==> config.mk <==
export PLATFORM = sky130hd
export DESIGN_NAME = stall_flush_unit_flat
export DESIGN_NICKNAME = d
export VERILOG_FILES = /design/src/rtl/stall_flush_unit_pkg.sv /design/src/rtl/stall_flush_unit_if.sv /design/src/rtl/stall_flush_unit_sat_counter.sv /design/src/rtl/stall_flush_unit.sv /design/src/flat_wrapper.sv
export SDC_FILE = /design/constraint.sdc
export NUM_CORES = 1
export LEC_CHECK = 0
export ABC_AREA = 1
export CELL_PAD_IN_SITES_DETAIL_PLACEMENT = 0
export CELL_PAD_IN_SITES_GLOBAL_PLACEMENT = 1
export CORE_MARGIN = 3
export CORE_UTILIZATION = 33
export CTS_CLUSTER_SIZE = 40
export DETAILED_ROUTE_END_ITERATION = 12
export PLACE_DENSITY = 0.81
export REMOVE_ABC_BUFFERS = 1
export SYNTH_ARGS = -nofsm -noshare
export SYNTH_HDL_FRONTEND = slang
export SYNTH_HIERARCHICAL = 1
export SYNTH_SLANG_ARGS = --single-unit
==> constraint.sdc <==
create_clock -name clk -period 2 [get_ports clk]
set_input_delay 0.4 -clock clk [delete_from_list [all_inputs] [get_ports clk]]
set_output_delay 0.4 -clock clk [all_outputs]
set_load 0.01 [all_outputs]
Fig. 1: run 1, port wiring
Drawn at 2 px/µm.
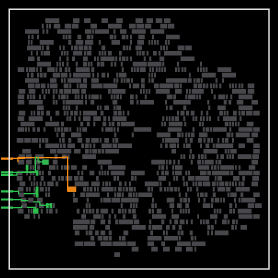
- green: `sfu_Rs2D` (direction input; edge left; end cells 9; buffers 5; wire 86.2 µm)
- orange: `sfu_StallE` (direction output; edge left; end cells 1; buffers 2; wire 53.8 µm)
boundary pin count: 93
port bufs: 92

Fig. 2: run 1, cell area per tile
Drawn at 3 px/µm. 13 x 13 tiles, from dark blue (low) to red (high), 0 to 100% covered.
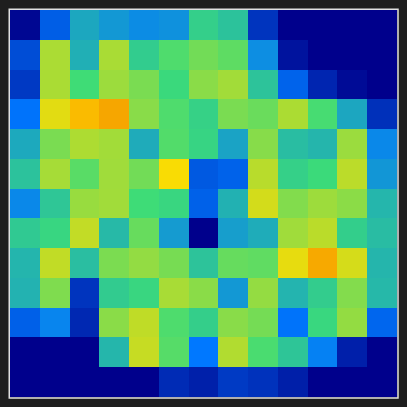
- mean over tiles: 40%
- emptiest ninth of the die: top right
- tiles over 75% full: 1.8%
- fullest tile: 81%
- nearly empty tiles: 13%
Core Box Area: 14700 µm²
fin util: 46.6%

Fig. 3: run 1, met1 routing
Drawn at 4 px/µm. Supply wires on this layer in gray.
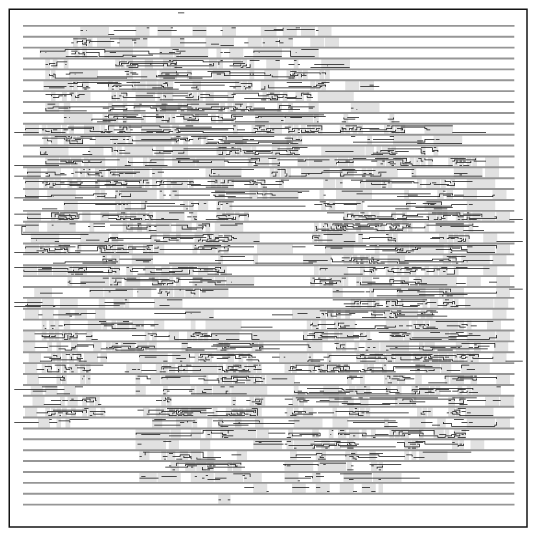
- nets with wire on the layer: 869
- share of all routed wire: 49%
via count: 5350
routed wire length: 13700 µm
met1 GRT Util: 23.8%

Fig. 4: run 1, cell placement
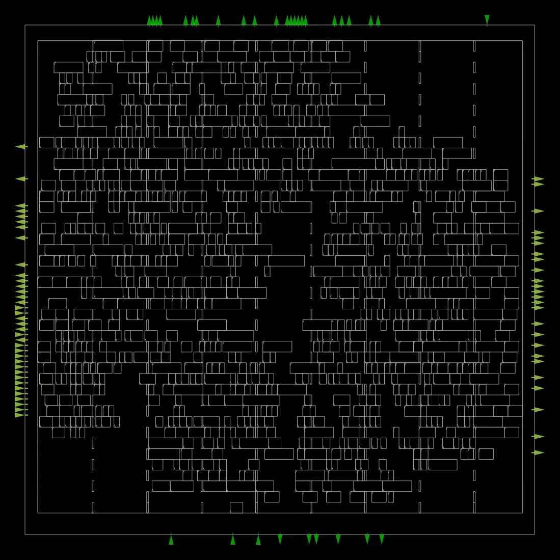
Rows: 44
fillers: 1536
tap cells: 184
fraction of area in registers: 21.7%

==> ci_impl_report.md, run 1 <==
### Yosys + OpenROAD results

| Metric | Value |
|---|---|
| Antenna violations before repair | `0` |
| CP Capture Type | `output pin` |
| Synth Cell Area | `between 4000 and 5000 µm²` |
| Top delay family on crit path | `buffers and inverters` |
| YS chip area | `between 4000 and 5000 µm²` |
| Pwr top | `clock` |
| H-tree depth | `3` |
| Worst-Margin Slew | `about 530 ps` |
| Internal power | `2.67 mW` |
| Logic pwr share | `around a tenth` |
| Clk ins delay skew pair | `about 340 ps` |
| Cells after Synth | `around 800` |
| CTS tree | `yes` |
| Fin area | `between 6000 and 7000 µm²` |
| Non-filler cells, final | `approximately 1100` |
| Worst Setup Path Type | `reg -> out` |
| Mux cell area share after synthesis | `0%` |
| Most common cell in the synthesized netlist | `nand2_1` |
| Outcome | `finished, final reports clean` |
| Clk network pwr share | `47.5%` |
| GP Congestion | `approximately 0.86` |
| Via/cell ratio | `roughly 4.8` |
| Most common logic cells in the final layout | `215 x nand2_1, 144 x nor2_1, 79 x inv_1` |
| TNS Setup | `0 ps` |
| First-pass GRT wire length | `about 23000 µm` |
| Vias in the first global route | `a little under 5000` |
| Max incr delay on CP | `around 360 ps` |
| Die ar. | `~17000 µm²` |
| # diodes | `0` |
## Run 2: what changed since run 1
CORE_UTILIZATION = 40   (was 33)
DONT_BUFFER_PORTS = 1   (was default)
PLACE_DENSITY = 0.8   (was 0.81)
Fig. 5: run 2, cell placement
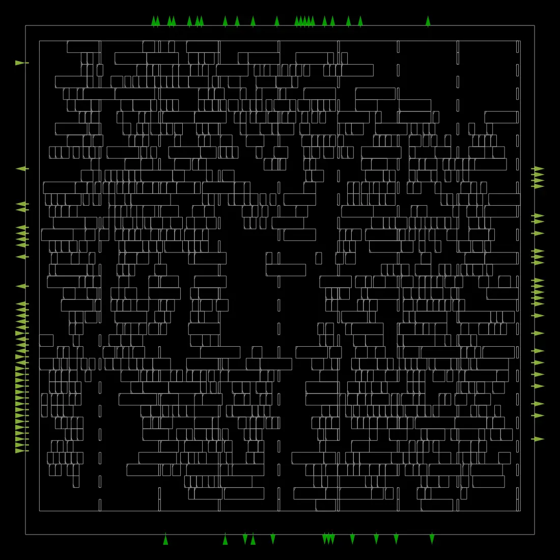
Core Box Area: 12100 µm²
fillers: 1282
fin util: 49.3%

Fig. 6: run 2, met1 routing
Drawn at 4 px/µm. Supply wires on this layer in gray.
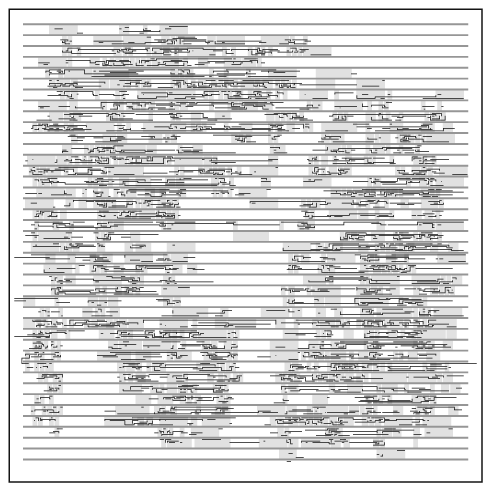
- nets with wire on the layer: 858
- longest straight run: 36.3 µm
via count: 5197
routed wire length: 13700 µm
met1 GRT Util: 25.0%

==> ci_impl_report.md, run 2 <==
### Yosys + OpenROAD results

| Metric | Value |
|---|---|
| Via/cell ratio | `between 4 and 5` |
| GP Congestion | `between 0.8 and 0.9` |
| Logic pwr share | `under 10%` |
| Die ar. | `about 14000 µm²` |
| Clk ins delay skew pair | `approximately 340 ps` |
| Worst Setup Path Type | `reg -> out` |
| Cells after Synth | `roughly 800` |
| Pwr top | `sequential cells` |
| Antenna violations before repair | `0` |
| Rows | `~40` |
| Clk network pwr share | `between 40 and 50%` |
| TNS Setup | `0 ps` |
| Port bufs | `0` |
| Most common cell in the synthesized netlist | `nand2_1` |
| Worst-Margin Slew | `526 ps` |
| Fin area | `5980 µm²` |
| Boundary pin count | `93` |
| Most common logic cells in the final layout | `219 x nand2_1, 145 x nor2_1, 82 x inv_1` |
| First-pass GRT wire length | `22800 µm` |
| CP Capture Type | `output pin` |
| Outcome | `finished, final reports clean` |
| Non-filler cells, final | `approximately 1000` |
Power and IR drop assume default switching activity.
